`config.mk`:
```
export PLATFORM = sky130hd
export DESIGN_NAME = rom_bus_arbiter_flat
export DESIGN_NICKNAME = d
export VERILOG_FILES = /design/src/rtl/rom_arb_pkg.sv /design/src/rtl/rom_bus_arbiter_if.sv /design/src/rtl/rom_bus_arbiter.sv /design/src/flat_wrapper.sv
export SDC_FILE = /design/constraint.sdc
export NUM_CORES = 1
export LEC_CHECK = 0
export CAP_MARGIN = 20
export CORE_ASPECT_RATIO = 2
export CORE_MARGIN = 5
export CORE_UTILIZATION = 40
export DETAILED_ROUTE_END_ITERATION = 10
export GPL_ROUTABILITY_DRIVEN = 0
export PLACE_DENSITY_LB_ADDON = 0.3
export SLEW_MARGIN = 40
export SYNTH_ARGS = -nofsm -noshare
export SYNTH_HDL_FRONTEND = slang
export SYNTH_SLANG_ARGS = --single-unit
```
`constraint.sdc`:
```
create_clock -name clk -period 2.2 [get_ports clk]
set_input_delay 0.33 -clock clk [delete_from_list [all_inputs] [get_ports clk]]
set_output_delay 0.33 -clock clk [all_outputs]
set_load 0.1 [all_outputs]
```
`src/rtl/rom_arb_pkg.sv`:
```
// Shared types and constants for the ROM bus arbiter.
// Holds the FSM state, wait-count constants and grant encoding.
package rom_arb_pkg;

  typedef enum logic [1:0] {
    IDLE   = 2'd0,
    ACCESS = 2'd1,
    DONE   = 2'd2
  } state_e;

  typedef enum logic [1:0] {
    GNT_NONE  = 2'b00,
    GNT_FETCH = 2'b01,
    GNT_BUF   = 2'b10
  } gnt_e;

  localparam logic [2:0] FAST_WAIT = 3'd2;
  localparam logic [2:0] SLOW_WAIT = 3'd4;

endpackage

```
`src/rtl/rom_bus_arbiter_if.sv`:
```
// ROM bus arbiter interface: host/GSU control, requesters, ROM side.
// master drives requests and ROM data, slave is the arbiter.
interface rom_bus_arbiter_if;

  logic        ron;
  logic        clsr;
  logic [23:0] ha;
  logic        fetch_req;
  logic [23:0] fetch_a;
  logic        buf_req;
  logic [23:0] buf_a;
  logic        fetch_rdy;
  logic        buf_rdy;
  logic [23:0] rom_a;
  logic [7:0]  rom_d;
  logic [7:0]  rom_q;
  logic        busy;

  modport master (
    output ron, clsr, ha,
    output fetch_req, fetch_a,
    output buf_req, buf_a,
    output rom_d,
    input  fetch_rdy, buf_rdy,
    input  rom_a, rom_q, busy
  );

  modport slave (
    input  ron, clsr, ha,
    input  fetch_req, fetch_a,
    input  buf_req, buf_a,
    input  rom_d,
    output fetch_rdy, buf_rdy,
    output rom_a, rom_q, busy
  );

endinterface

```
`src/rtl/rom_bus_arbiter.sv`:
```
// ROM bus arbiter: host forwarding or GSU fetch/buffer grants.
// ROMARB_ROUND_ROBIN_EN swaps fixed priority for alternation.
module rom_bus_arbiter
  import rom_arb_pkg::*;
(
  input logic              clk,
  input logic              reset,
  rom_bus_arbiter_if.slave bus
);

  state_e     state;
  gnt_e       gnt;
  gnt_e       pick;
  logic [2:0] cnt;

`ifdef ROMARB_ROUND_ROBIN_EN
  logic pref_buf;
`endif

  always_comb begin
    pick = GNT_NONE;
    if (bus.fetch_req && bus.buf_req) begin
`ifdef ROMARB_ROUND_ROBIN_EN
      pick = pref_buf ? GNT_BUF : GNT_FETCH;
`else
      pick = GNT_FETCH;
`endif
    end else if (bus.fetch_req) begin
      pick = GNT_FETCH;
    end else if (bus.buf_req) begin
      pick = GNT_BUF;
    end
  end

  always_ff @(posedge clk or posedge reset) begin
    if (reset) begin
      state         <= IDLE;
      gnt           <= GNT_NONE;
      cnt           <= 3'd0;
      bus.rom_a     <= 24'h000000;
      bus.rom_q     <= 8'h00;
      bus.fetch_rdy <= 1'b0;
      bus.buf_rdy   <= 1'b0;
      bus.busy      <= 1'b0;
`ifdef ROMARB_ROUND_ROBIN_EN
      pref_buf      <= 1'b0;
`endif
    end else begin
      bus.fetch_rdy <= 1'b0;
      bus.buf_rdy   <= 1'b0;
      unique case (state)
        IDLE: begin
          if (!bus.ron) begin
            bus.rom_a <= bus.ha;
          end else if (pick != GNT_NONE) begin
            gnt       <= pick;
            bus.rom_a <= (pick == GNT_BUF) ? bus.buf_a
                                           : bus.fetch_a;
            cnt       <= bus.clsr ? FAST_WAIT : SLOW_WAIT;
            state     <= ACCESS;
            bus.busy  <= 1'b1;
`ifdef ROMARB_ROUND_ROBIN_EN
            pref_buf  <= (pick == GNT_FETCH);
`endif
          end
        end
        ACCESS: begin
          if (cnt == 3'd0) begin
            bus.rom_q     <= bus.rom_d;
            bus.fetch_rdy <= (gnt == GNT_FETCH);
            bus.buf_rdy   <= (gnt == GNT_BUF);
            state         <= DONE;
          end else begin
            cnt <= cnt - 3'd1;
          end
        end
        DONE: begin
          state    <= IDLE;
          gnt      <= GNT_NONE;
          bus.busy <= 1'b0;
        end
        default: begin
          state    <= IDLE;
          gnt      <= GNT_NONE;
          bus.busy <= 1'b0;
        end
      endcase
    end
  end

endmodule
```
`src/flat_wrapper.sv`:
```
// flat-port wrapper written by rule: the top's interface ports become plain ports
module rom_bus_arbiter_flat import rom_arb_pkg::*;
  (clk, reset, bus_ron, bus_clsr, bus_ha, bus_fetch_req, bus_fetch_a, bus_buf_req, bus_buf_a, bus_rom_d, bus_fetch_rdy, bus_buf_rdy, bus_rom_a, bus_rom_q, bus_busy);
  rom_bus_arbiter_if bus_i ();
  input logic clk;
  input logic reset;
  input wire logic [$bits(bus_i.ron)-1:0] bus_ron;
  input wire logic [$bits(bus_i.clsr)-1:0] bus_clsr;
  input wire logic [$bits(bus_i.ha)-1:0] bus_ha;
  input wire logic [$bits(bus_i.fetch_req)-1:0] bus_fetch_req;
  input wire logic [$bits(bus_i.fetch_a)-1:0] bus_fetch_a;
  input wire logic [$bits(bus_i.buf_req)-1:0] bus_buf_req;
  input wire logic [$bits(bus_i.buf_a)-1:0] bus_buf_a;
  input wire logic [$bits(bus_i.rom_d)-1:0] bus_rom_d;
  output wire logic [$bits(bus_i.fetch_rdy)-1:0] bus_fetch_rdy;
  output wire logic [$bits(bus_i.buf_rdy)-1:0] bus_buf_rdy;
  output wire logic [$bits(bus_i.rom_a)-1:0] bus_rom_a;
  output wire logic [$bits(bus_i.rom_q)-1:0] bus_rom_q;
  output wire logic [$bits(bus_i.busy)-1:0] bus_busy;
  assign bus_i.ron = bus_ron;
  assign bus_i.clsr = bus_clsr;
  assign bus_i.ha = bus_ha;
  assign bus_i.fetch_req = bus_fetch_req;
  assign bus_i.fetch_a = bus_fetch_a;
  assign bus_i.buf_req = bus_buf_req;
  assign bus_i.buf_a = bus_buf_a;
  assign bus_i.rom_d = bus_rom_d;
  assign bus_fetch_rdy = bus_i.fetch_rdy;
  assign bus_buf_rdy = bus_i.buf_rdy;
  assign bus_rom_a = bus_i.rom_a;
  assign bus_rom_q = bus_i.rom_q;
  assign bus_busy = bus_i.busy;
  rom_bus_arbiter u_core (.clk(clk), .reset(reset), .bus(bus_i));
endmodule
```
port_nets.png
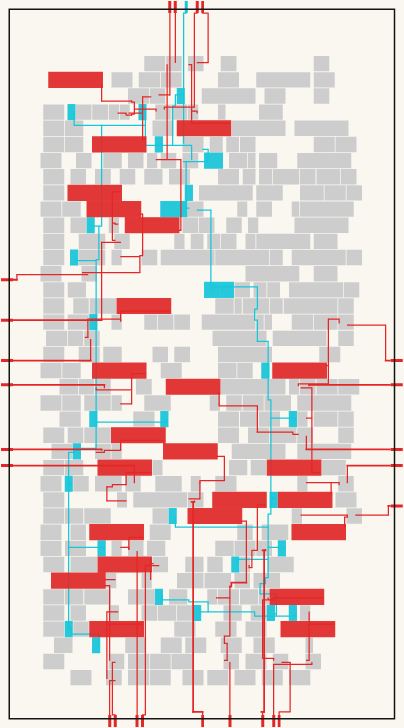
- red: bus_rom_a (direction output; edge 9 bottom, 6 left, 5 right, 4 top; end cells 24; wire 803 um)
- cyan: bus_ron (direction input; edge top; end cells 29; wire 349 um)
I/O pins: 121
IO buf count: 120

==> qor.txt <==
placed cells: 399
fin cells: 407
post-cts resize count: 0
XOR/XNOR Area Share: 0.003673
Synth area leader: dfrtp_1
yosys warns: 0
drt first-iter violations: 72
Post-Syn Nets: 316
Routed met1 length: 2480 um
top cells, area: dfrtp_1 (44%), o31ai_2 (10%), and3b_1 (8.8%), a211oi_1 (7.6%), o21ai_0 (5.2%)
antenna-violating nets left: 0
Hold Crit Class: input pin to async pin
Yosys top cell area share: 0.4407
H-tree depth: 2
fin. max-slew vios: 0
R2R Setup Slk: 0.47 ns
Clock Path Buffers: 2
final total power: 6311 uW
worst slew pin tran: 0.6916 ns
crit path launch type: input pin
setup bufs post-CTS: 0
Synth Cell Area: 2385 sq um
Syn-to-layout area delta: 55.46%
status: finished clean
first-pass GRT wire length: 11740 um
highest metal used: met4
met2 WL: 4251 um
setup TNS: 0 ns
Leak Pwr: 0.001647 uW
ANT cells: 0
Cell Type Count: 33
fraction of layout cells with a size suffix above 1: 0.2486
mean area per synthesized cell: 10.46 sq um
WS Path Type: input pin to register
top cells by count, synth: dfrtp_1 (42), nor2_1 (26), o21ai_0 (25), a211oi_1 (24), and3b_1 (24)
critical path's largest stage delay: 0.57 ns
worst r2r src: u_core.cnt[0]
chip width: 64.60 um
tool warnings: 27
unrepaired setup endpoints after global routing: no
die area: 7700 sq um
initial antenna violation count: 0
Tcrit/Tclk final: 0.8586
critical path arrival: 2.04 ns
CP Capture Type: register
final_placement.png
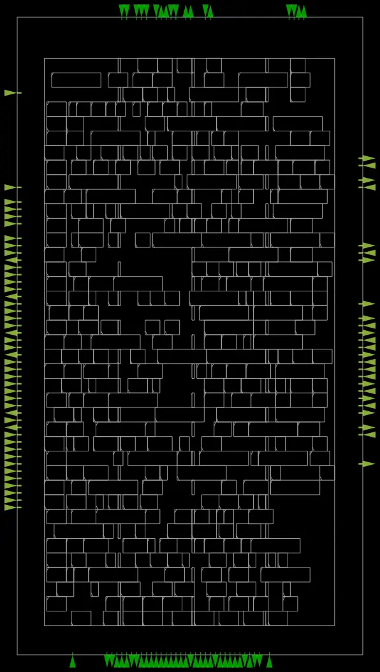
registers: 42
well tap count: 61
# rows: 39
Filler Cell Count: 507

[layer usage]
metal	global-route usage	vias to the layer above
met3	0.04802	13
met2	0.3867	101
li1	-	1074
met1	0.1834	1097
met4	0.07550	0
met5	0	-
[worst max path at each step]
stage,start,end,slack (ns)
CTS,u_core.cnt[0],u_core.bus.rom_q[7],0.44
global placement,bus_buf_req,u_core.cnt[1],0.32
floorplan,u_core.state[1],u_core.bus.rom_a[0],0.64
detailed placement,bus_ron,u_core.bus.rom_a[23],0.26
global route,bus_ron,u_core.bus.rom_a[18],0.17
finish,bus_ron,u_core.bus.rom_a[23],0.31
[worst max-delay path, delay by kind of cell]
family                 cells  cell delay [ns]
buffers and inverters      2             1.10
AND-OR/OR-AND              2             0.60
[power by group]
part | internal (uW) | switching [uW] | leakage (uW)
clock | 531 | 294 | 0.0000836
combinational | 1050 | 3080 | 0.00105
sequential | 1150 | 208 | 0.000509
total | 2730 | 3580 | 0.00165
[cell usage in the layout, fill, tap and decap left out, drive strengths merged, types with 2 or more instances in the layout]
cell type and n:
a211oi 24, a22oi 2, and3b 24, buf 47, clkbuf 5, clkdlybuf4s50 85
clkinv 3, dfrtp 42, ha 2, inv 5, mux2 8, nand2b 3
nand3 2, nor2 27, nor3b 2, o21ai 25, o22ai 2, o31ai 24
or2 2
[flip-flops by register name, indices dropped and copies added, names as in the netlist]
signal                flops
u_core.gnt                2
u_core.bus.rom_a         24
u_core.bus.buf_rdy        1
u_core.bus.busy           1
u_core.state              2
u_core.cnt                3
u_core.bus.rom_q          8
u_core.bus.fetch_rdy      1
[metrics by stage]
step | util | cell area [sq um] | hold slack [ns] | setup WS [ns]
after global routing | 0.6439 | 3707 | 0.4393 | 0.1662
after global placement | 0.6152 | 3542 | 0.4514 | 0.3223
after CTS | 0.6439 | 3707 | 0.4015 | 0.4421
after detailed placement | 0.6152 | 3542 | 0.4671 | 0.2633
after floorplan | - | 2385 | 0.4259 | 0.6429
final | 0.6439 | 3707 | 0.3831 | 0.3110
[kinds of logic (layout without fill, tap and decap cells)]
| logic type | after synthesis | after routing |
|---|---|---|
| muxes | 8 | 8 |
| adders and majority gates | 2 | 2 |
| and+or+nand+nor | 67 | 67 |
| DFF | 42 | 42 |
| buffers and inverters | 28 | 146 |
| AOI/OAI and AO/OA | 80 | 80 |
| xor gates and xnor gates | 1 | 1 |
[layout make-up]
type / count / area, sq um
sequential: 42 / 1051
fill: 507 / 2051
multi-input combinational: 158 / 1189
timing repair buffer: 132 / 1204
tap: 61 / 76.32
clock buffer: 5 / 125.1
inverter: 6 / 22.52
clock inverter: 3 / 40.04
Power figures rest on the tool's default switching activity, not on a simulated workload.
